==> src/rtl/muldiv_unit.sv <==
// Iterative RV32M multiply/divide unit: one bit per cycle, 32 iterations, with an
// optional single-cycle bypass for divide-by-zero and signed divide overflow.
module muldiv_unit #(
   parameter bit DIV_BYPASS = 1'b1
) (
   input  logic        clk,
   input  logic        rst,
   input  logic        start,
   input  logic [2:0]  funct3,
   input  logic [31:0] rs1_data,
   input  logic [31:0] rs2_data,
   input  logic [4:0]  rd_in,
   output logic        busy,
   output logic        done,
   output logic [31:0] result,
   output logic [4:0]  rd_out,
   output logic        rd_we
);

   typedef enum logic [1:0] {StIdle, StCalc, StDone} state_e;

   state_e      state_q, state_d;
   logic [4:0]  cnt_q, cnt_d;
   logic [2:0]  op_q, op_d;
   logic [4:0]  rd_q, rd_d;
   // hi: running upper product / partial remainder; lo: multiplier / dividend-quotient
   logic [31:0] hi_q, hi_d;
   logic [31:0] lo_q, lo_d;
   // opb: multiplicand magnitude or divisor magnitude
   logic [31:0] opb_q, opb_d;
   logic        sgn_q, sgn_d;      // product / quotient must be negated
   logic        aneg_q, aneg_d;    // dividend was negative (remainder sign)
   logic        spec_q, spec_d;    // divide special case, result overridden at the end
   logic [31:0] spec_res_q, spec_res_d;
   logic [31:0] result_q, result_d;

   // Operand decode at acceptance time
   logic        in_div, a_signed, b_signed, a_neg, b_neg, div_special;
   logic [31:0] a_mag, b_mag, spec_res;

   always_comb begin
      in_div      = funct3[2];
      a_signed    = in_div ? ~funct3[0] : (funct3 == 3'd1 || funct3 == 3'd2);
      b_signed    = in_div ? ~funct3[0] : (funct3 == 3'd1);
      a_neg       = a_signed & rs1_data[31];
      b_neg       = b_signed & rs2_data[31];
      a_mag       = a_neg ? (32'd0 - rs1_data) : rs1_data;
      b_mag       = b_neg ? (32'd0 - rs2_data) : rs2_data;
      div_special = 1'b0;
      spec_res    = 32'd0;
      if (in_div) begin
         if (rs2_data == 32'd0) begin
            div_special = 1'b1;
            spec_res    = funct3[1] ? rs1_data : 32'hFFFF_FFFF;
         end else if (!funct3[0] && rs1_data == 32'h8000_0000 && rs2_data == 32'hFFFF_FFFF) begin
            div_special = 1'b1;
            spec_res    = funct3[1] ? 32'd0 : 32'h8000_0000;
         end
      end
   end

   // One iteration of shift-add multiply or restoring divide
   logic [32:0] mul_sum, div_trial, div_diff;
   logic        div_ge;
   logic [31:0] step_hi, step_lo;

   always_comb begin
      mul_sum   = {1'b0, hi_q} + (lo_q[0] ? {1'b0, opb_q} : 33'd0);
      div_trial = {hi_q, lo_q[31]};
      div_diff  = div_trial - {1'b0, opb_q};
      div_ge    = ~div_diff[32];
      if (op_q[2]) begin
         step_hi = div_ge ? div_diff[31:0] : div_trial[31:0];
         step_lo = {lo_q[30:0], div_ge};
      end else begin
         step_hi = mul_sum[32:1];
         step_lo = {mul_sum[0], lo_q[31:1]};
      end
   end

   // Sign fix-up and result selection after the last iteration
   logic [63:0] prod, prod_s;
   logic [31:0] quo_s, rem_s, final_res;

   always_comb begin
      prod   = {step_hi, step_lo};
      prod_s = sgn_q ? (64'd0 - prod) : prod;
      quo_s  = sgn_q ? (32'd0 - step_lo) : step_lo;
      rem_s  = aneg_q ? (32'd0 - step_hi) : step_hi;
      if (op_q[2]) begin
         if (spec_q)       final_res = spec_res_q;
         else if (op_q[1]) final_res = rem_s;
         else              final_res = quo_s;
      end else begin
         final_res = (op_q[1:0] == 2'd0) ? prod_s[31:0] : prod_s[63:32];
      end
   end

   // Next-state logic: accept in idle, iterate, pulse done
   always_comb begin
      state_d    = state_q;
      cnt_d      = cnt_q;
      op_d       = op_q;
      rd_d       = rd_q;
      hi_d       = hi_q;
      lo_d       = lo_q;
      opb_d      = opb_q;
      sgn_d      = sgn_q;
      aneg_d     = aneg_q;
      spec_d     = spec_q;
      spec_res_d = spec_res_q;
      result_d   = result_q;
      unique case (state_q)
         StIdle: begin
            if (start) begin
               op_d       = funct3;
               rd_d       = rd_in;
               sgn_d      = a_neg ^ b_neg;
               aneg_d     = a_neg;
               spec_d     = div_special;
               spec_res_d = spec_res;
               hi_d       = 32'd0;
               cnt_d      = 5'd0;
               lo_d       = in_div ? a_mag : b_mag;
               opb_d      = in_div ? b_mag : a_mag;
               if (DIV_BYPASS && div_special) begin
                  state_d  = StDone;
                  result_d = spec_res;
               end else begin
                  state_d = StCalc;
               end
            end
         end
         StCalc: begin
            hi_d  = step_hi;
            lo_d  = step_lo;
            cnt_d = cnt_q + 5'd1;
            if (cnt_q == 5'd31) begin
               state_d  = StDone;
               result_d = final_res;
            end
         end
         StDone: begin
            state_d = StIdle;
         end
         default: begin
            state_d = StIdle;
         end
      endcase
   end

   // State registers with synchronous reset
   always_ff @(posedge clk) begin
      if (rst) begin
         state_q    <= StIdle;
         cnt_q      <= 5'd0;
         op_q       <= 3'd0;
         rd_q       <= 5'd0;
         hi_q       <= 32'd0;
         lo_q       <= 32'd0;
         opb_q      <= 32'd0;
         sgn_q      <= 1'b0;
         aneg_q     <= 1'b0;
         spec_q     <= 1'b0;
         spec_res_q <= 32'd0;
         result_q   <= 32'd0;
      end else begin
         state_q    <= state_d;
         cnt_q      <= cnt_d;
         op_q       <= op_d;
         rd_q       <= rd_d;
         hi_q       <= hi_d;
         lo_q       <= lo_d;
         opb_q      <= opb_d;
         sgn_q      <= sgn_d;
         aneg_q     <= aneg_d;
         spec_q     <= spec_d;
         spec_res_q <= spec_res_d;
         result_q   <= result_d;
      end
   end

   // Outputs derived from registered state
   always_comb begin
      busy   = (state_q != StIdle);
      done   = (state_q == StDone);
      result = result_q;
      rd_out = rd_q;
      rd_we  = done && (rd_q != 5'd0);
   end

endmodule

==> config.mk <==
export PLATFORM = sky130hd
export DESIGN_NAME = muldiv_unit
export DESIGN_NICKNAME = d
export VERILOG_FILES = /design/src/rtl/muldiv_unit.sv
export SDC_FILE = /design/constraint.sdc
export NUM_CORES = 1
export LEC_CHECK = 0
export CAP_MARGIN = 10
export CORE_ASPECT_RATIO = 0.9
export CORE_MARGIN = 8
export CORE_UTILIZATION = 35
export CTS_CLUSTER_SIZE = 8
export DETAILED_ROUTE_END_ITERATION = 10
export SLEW_MARGIN = 20
export SYNTH_ARGS = -nofsm -noshare
export SYNTH_HDL_FRONTEND = slang
export SYNTH_SLANG_ARGS = --single-unit
export TNS_END_PERCENT = 50
==> constraint.sdc <==
create_clock -name clk -period 8.63 [get_ports clk]
set_clock_uncertainty 0.15 [all_clocks]
set_input_delay 1.726 -clock clk [delete_from_list [all_inputs] [get_ports clk]]
set_output_delay 1.726 -clock clk [all_outputs]
set_load 0.02 [all_outputs]
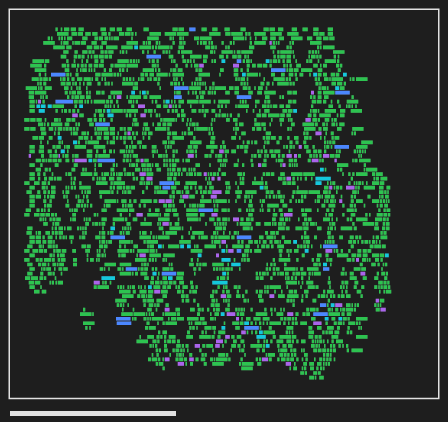
**Above:** run 1 (cells by drive strength).
Scale bar: 100 um.
[green] drive 1 or less | cells: 2505
[blue] drive 6 and up | cells: 28
[purple] drive 2 | cells: 75
[cyan] drive 3 to 4 | cells: 53
layout overhead on the synthesized area: 12.0%
Design Area, Final: 20600 um2
non-clock buffer total of the final layout: 154
post-route worst setup slack: 1.77 ns

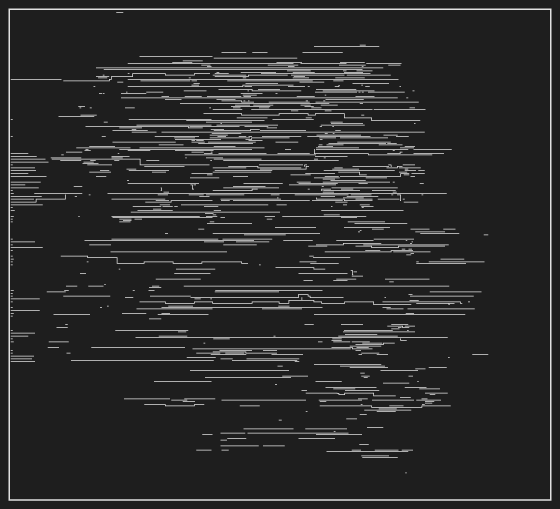
**Above:** run 1 (met3 routing).
main direction: horizontal
longest straight run: 162 um
total via count after detailed routing: 21200
met3 GRT Util: 0.0789

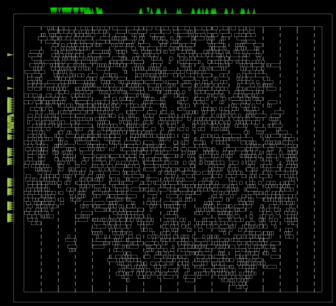
**Above:** run 1 (placement view).
Placeable Area: 51800 um2
Core Rows: 79

==> Implementation_results.wiki, run 1 <==
== Flow metrics ==
{| class="wikitable"
! Metric !! Value
|-
| Reported leakage power || 0.00739 uW
|-
| Area of the chip || 60100 um2
|-
| Worst Path Max Fanout || 12
|-
| Remaining number of nets flagged by the antenna check after routing || 0
|-
| Tap Count || 688
|-
| Number of remaining DRC errors || 0
|-
| Buffers added on ports || 114
|-
| Proportion of synthesized flip-flops having asynchronous set or reset || 0
|-
| Most repeated library cell on the critical path || ha_1
|-
| Aggregate global-route resource usage || 0.279
|-
| FF+latch count, synth || 178
|-
| Die span in x || 258 um
|-
| Number of pins with negative max-slew slack in the final report || 0
|-
| Fraction of post-synthesis cell area in the top cell type by area || 0.194
|-
| Flop2flop setup slack || 1.77 ns
|-
| RSZ-0062 raised after global routing || false
|-
| Grt total ovfl || 0
|-
| Max-cap violation count || 0
|-
| Die y size || 233 um
|-
| Worst setup EP type || flop
|-
| Boundary Pins || 115
|-
| CTS tree || yes
|-
| Flip-flop and latch area || 3570 um2
|-
| Pre-CTS WS || 1.96 ns
|-
| Result of the run || completed
|-
| Post CTS Setup Buffer Count || 0
|-
| Via count of the first global-routing pass || 19500
|-
| Cell count in the Yosys report || 2660
|-
| Cells taking the most area after synthesis || dfxtp_1 19%, a21oi_1 7.2%, nand2_1 6.7%
|-
| Number of endpoints failing setup at the final stage || 0
|}
==> run 1: synthesized netlist by cell type (19+ instances only) <==
library cell  instances
and2_1               55
nor4_1               22
o21ai_0             158
nand3_1              86
nand2b_1             40
nor2_1              261
or3_1                27
nand2_1             326
inv_1                73
mux2_2               19
xor2_1               89
nor3_1               91
clkbuf_1            135
o31ai_1              27
mux2i_1              44
nand4_1              33
a31oi_1              43
o211ai_1             51
a221oi_1             33
xnor2_1              87
dfxtp_1             178
a21oi_1             266
buf_1                28
a21o_1               30
ha_1                 71
a211oi_1             47
==> run 1: final timing paths <==
kind                              start                    endpoint  depth (start not counted)
max               hi_q[16]$_SDFFE_PP0P_     result[16]$_SDFFE_PP0P_                         21
min          spec_res_q[4]$_SDFFE_PP0P_  spec_res_q[4]$_SDFFE_PP0P_                          2
max reg2reg       hi_q[16]$_SDFFE_PP0P_     result[16]$_SDFFE_PP0P_                         21
min reg2reg  spec_res_q[4]$_SDFFE_PP0P_  spec_res_q[4]$_SDFFE_PP0P_                          2
==> run 1: worst max-delay path: cells and delay by family, from the launching register on <==
family,cells,cell delay (ns)
adders and majority gates,2,0.72
DFF,1,0.36
AOI/OAI and AO/OA,7,1.92
muxes,1,0.30
xor gates and xnor gates,1,0.07
and+or+nand+nor,10,3.16
==> run 1: kinds of logic (layout without fill, tap and decap cells) <==
family	after synthesis	count (layout)	synth area share
and+or+nand+nor	1050	1050	0.274
AOI/OAI and AO/OA	860	860	0.305
buffers and inverters	260	261	0.0571
DFF	178	178	0.194
xor gates and xnor gates	176	176	0.0839
adders and majority gates	73	73	0.0505
muxes	63	63	0.0356
==> run 1: flip-flops by register name, indices dropped and copies added (netlist names) <==
register	count
spec_res_q	32
op_q	3
hi_q	32
lo_q	32
rd_out	5
result	32
aneg_q	1
cnt_q	5
spec_q	1
state_q	2
opb_q	32
sgn_q	1
==> run 1: stage by stage <==
step,power (uW),cell area (um2),util,hold slack [ns],std cells
6_report,3180,20600,0.397,0.298,3349
4_1_cts,3140,20600,0.397,0.301,3349
2_1_floorplan,1770,18400,-,0.277,2660
5_1_grt,3300,20600,0.397,0.321,3349
3_3_place_gp,2270,20000,0.385,0.289,3317
3_5_place_dp,2270,20000,0.385,0.290,3317
==> run 1: routing by layer <==
layer / part of all wire / track usage / vias to the layer above / wire length, um
met5: 0.0015 / 0.0147 / - / 135
met4: 0.046 / 0.124 / 4 / 4040
met3: 0.11 / 0.0789 / 178 / 9860
met2: 0.41 / 0.408 / 1229 / 36200
met1: 0.42 / 0.377 / 10000 / 37000
li1: - / - / 9704 / -
==> run 1: layout by cell type, fill, tap and decap left out, types with 71 or more instances in the layout <==
master           count
xnor2_1             87
inv_1               73
ha_1                71
clkdlybuf4s50_1    112
o21ai_0            158
nor2_1             259
xor2_1              89
dfxtp_1            176
nor3_1              91
a21oi_1            266
nand2_1            325
nand3_1             86
==> run 1: power breakdown <==
part,switching [uW],internal (uW),leakage [uW]
Sequential,54.6,863,0.00145
Combinational,955,436,0.00564
Clock,410,465,0.000306
--- run 2 (diff from run 1) ---
==> constraint.sdc (replaced) <==
create_clock -name clk -period 5.65 [get_ports clk]
set_clock_uncertainty 0.15 [all_clocks]
set_input_delay 1.13 -clock clk [delete_from_list [all_inputs] [get_ports clk]]
set_output_delay 1.13 -clock clk [all_outputs]
set_load 0.02 [all_outputs]
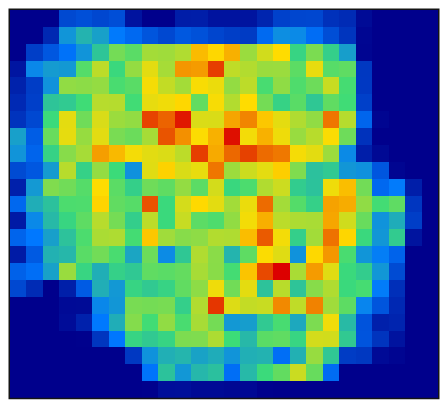
**Above:** run 2 (wire density map).
The die is cut into 26 by 23 equal tiles; dark blue is low, red is high, scaled to the fullest tile. Values are wire area over tile area, all layers added.
tiles over half the peak: 44%
fullest tile: 0.68
densest ninth of the die: middle
emptiest ninth of the die: bottom left
nearly empty tiles: 21%
mean over tiles: 0.26

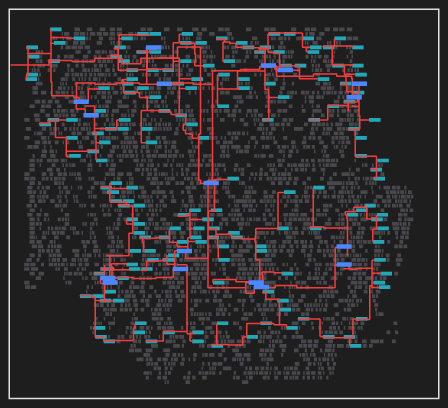
**Above:** run 2 (routed clock nets over the placement).
[red] clock wires | length: 3050 um
[cyan] flip-flops | count: 178
[blue] cells driving clock nets | count: 17
flops lie: spread over the die
routed clock nets: 18

==> run 2 against run 1 <==
Via count increased by 5.3%. Critical path type unchanged. Sequential share of layout area is 1.5 points lower. First-iteration DRC count increased by 1.7%. Global-route usage is 1.6 points higher. Final area grew 9.4%. Maximum frequency is 26% higher. Largest power group unchanged. Sequential cell count unchanged. Cell count increased by 7.2%. Hold slack better by 0.0037 ns. Synthesized area did not move. Utilization rose by 3.7 points.
==> Implementation_results.wiki, run 2 <==
== Flow metrics ==
{| class="wikitable"
! Metric !! Value
|-
| Result of the run || completed
|-
| Design Area, Final || 22500 um2 (+9.4%)
|-
| Reg2reg end || result[31]$_SDFFE_PP0P_
|-
| Aggregate global-route resource usage || 0.295 (+0.0159)
|-
| Dominant cell by count in the synthesized netlist || nand2_1
|-
| Max-cap violation count || 0 (unchanged)
|-
| Net switching power of the design || 2240 uW (+58%)
|-
| Worst hold slack after final layout || 0.302 ns (+0.00374 ns)
|-
| Standard cell area after detailed placement || 21800 um2 (+9.2%)
|-
| Share of power burned in combinational logic || 0.474 (+0.037)
|-
| Worst setup EP type || flop
|-
| Die y size || 233 um (unchanged)
|-
| Number of remaining DRC errors || 0 (unchanged)
|-
| Die span in x || 258 um (unchanged)
|-
| Critical R2R Launch || opb_q[0]$_SDFFE_PP0P_
|-
| Leading cell types in the layout, fill and taps excluded || 325 x nand2_1, 279 x buf_4, 263 x a21oi_1
|-
| Cells taking the most area after synthesis || dfxtp_1 19%, a21oi_1 7.2%, nand2_1 6.7%
|-
| Worst Hold Launch || spec_res_q[9]$_SDFFE_PP0P_
|-
| Reported leakage power || 0.00860 uW (+16%)
|-
| Boundary Pins || 115 (unchanged)
|-
| Worst Path Max Fanout || 5 (-7)
|-
| Sequential group share of total power || 0.273 (-0.015)
|-
| Placeable Area || 51800 um2 (unchanged)
|-
| Clock network fraction of design power || 0.253 (-0.022)
|-
| Number of endpoints failing setup at the final stage || 0 (unchanged)
|-
| Grt total ovfl || 0 (unchanged)
|-
| Proportion of synthesized flip-flops having asynchronous set or reset || 0 (unchanged)
|-
| Layout overhead on the synthesized area || 22.5%
|-
| Cells on Worst Hold Path || 2 (unchanged)
|-
| Total via count after detailed routing || 22300 (+5.3%)
|-
| Amount of wire on met2 after detailed routing || 38100 um (+5.4%)
|-
| Final core area utilization || 0.435 (+0.0373)
|-
| Met3 Routed Length || 10300 um (+4.7%)
|-
| DR top layer || met4
|-
| Most frequently placed logic cell in the final layout || nand2_1
|-
| Fraction of post-synthesis cell area in the top cell type by area || 0.194 (unchanged)
|-
| Core Rows || 79 (unchanged)
|-
| Synth top cells by count || 326 x nand2_1, 266 x a21oi_1, 261 x nor2_1, 178 x dfxtp_1, 158 x o21ai_0
|-
| Share of total power consumed by net switching || 0.441 (-0.00525)
|-
| Area of the chip || 60100 um2 (unchanged)
|-
| Internal || 2840 uW (+61%)
|}
run 2: cell count changes in the layout (fill, tap and decap cells not counted), moves of 3 or more:
cell     before  now
buf_4        39  279
inv_6         2    7
o41ai_1      13    9
o41ai_2       0    4
a21oi_1     266  263
a21oi_2       4    7
o21ai_0     158  155
run 2: how the worst max path moves through the flow:
stage / startpoint / to / slack, ns / cells past startpoint
3_3_place_gp: lo_q[31]$_SDFFE_PP0P_ / result[12]$_SDFFE_PP0P_ / -0.04 / 25
3_5_place_dp: lo_q[31]$_SDFFE_PP0P_ / result[30]$_SDFFE_PP0P_ / -0.16 / 24
5_1_grt: opb_q[27]$_SDFFE_PP0P_ / result[10]$_SDFFE_PP0P_ / -0.03 / 23
6_report: opb_q[0]$_SDFFE_PP0P_ / result[31]$_SDFFE_PP0P_ / 0.19 / 21
4_1_cts: lo_q[31]$_SDFFE_PP0P_ / result[30]$_SDFFE_PP0P_ / 0.005 / 24
2_1_floorplan: opb_q[27]$_SDFFE_PP0P_ / result[30]$_SDFFE_PP0P_ / -0.02 / 25
run 2: per-stage QoR:
| step | setup slack [ns] | total power, uW | instances | TNS, ns |
|---|---|---|---|---|
| 3_3_place_gp | -0.0380 | 3710 | 3558 | -0.0380 |
| 2_1_floorplan | -0.0156 | 2710 | 2660 | -0.0236 |
| 5_1_grt | -0.0326 | 5290 | 3591 | -0.0907 |
| 3_5_place_dp | -0.158 | 3710 | 3558 | -0.712 |
| 4_1_cts | 0.00468 | 5000 | 3590 | 0 |
| 6_report | 0.189 | 5080 | 3591 | 0 |
run 2: layout make-up:
| type | count | area, um2 | area share |
|---|---|---|---|
| multi-input cells | 2222 | 13900 | 0.618 |
| clock inverters | 13 | 148 | 0.00656 |
| repair buffers | 396 | 3290 | 0.146 |
| flip-flops and latches | 178 | 3570 | 0.158 |
| clock buffers | 19 | 443 | 0.0197 |
| inverters | 75 | 282 | 0.0125 |
| well taps | 688 | 861 | 0.0382 |
run 2: power groups by stage:
| stage | sequential [uW] | combinational (uW) | clock (uW) |
|---|---|---|---|
| detailed placement | 1410 | 2300 | 0 |
| finish | 1390 | 2410 | 1290 |
| global placement | 1410 | 2290 | 0 |
| floorplan | 1400 | 1300 | 0 |
| CTS | 1380 | 2310 | 1300 |
| global route | 1390 | 2540 | 1350 |
run 2: cell families after synthesis:
family,Yosys count,share of synthesized area
XOR/XNOR,176,0.0839
adder cells (fa/ha/maj),73,0.0505
AND/OR/NAND/NOR,1050,0.274
AND-OR/OR-AND,860,0.305
flip-flops,178,0.194
multiplexers,63,0.0356
buffers and inverters,260,0.0571
run 2: repair_timing:
action / in CTS / in global routing
setup endpoints to repair: 11 / 16
hold buffers: 0 / 0
pin swaps: 0 / 4
gates resized: 5 / 25
buffers inserted: 0 / 1
run 2: critical path, delay by kind of cell, from the launching register on:
kind | cells | cell delay [ns]
flops | 1 | 0.32
fa+ha+maj | 2 | 0.64
simple gates | 5 | 1.43
buf+inv | 6 | 1.05
compound gates | 8 | 1.76
run 2: per-layer routing:
metal,vias up,track usage
li1,10200,-
met3,182,0.0743
met1,10700,0.408
met2,1226,0.431
met4,0,0.125
met5,-,0
Power figures rest on the tool's default switching activity, not on a simulated workload.
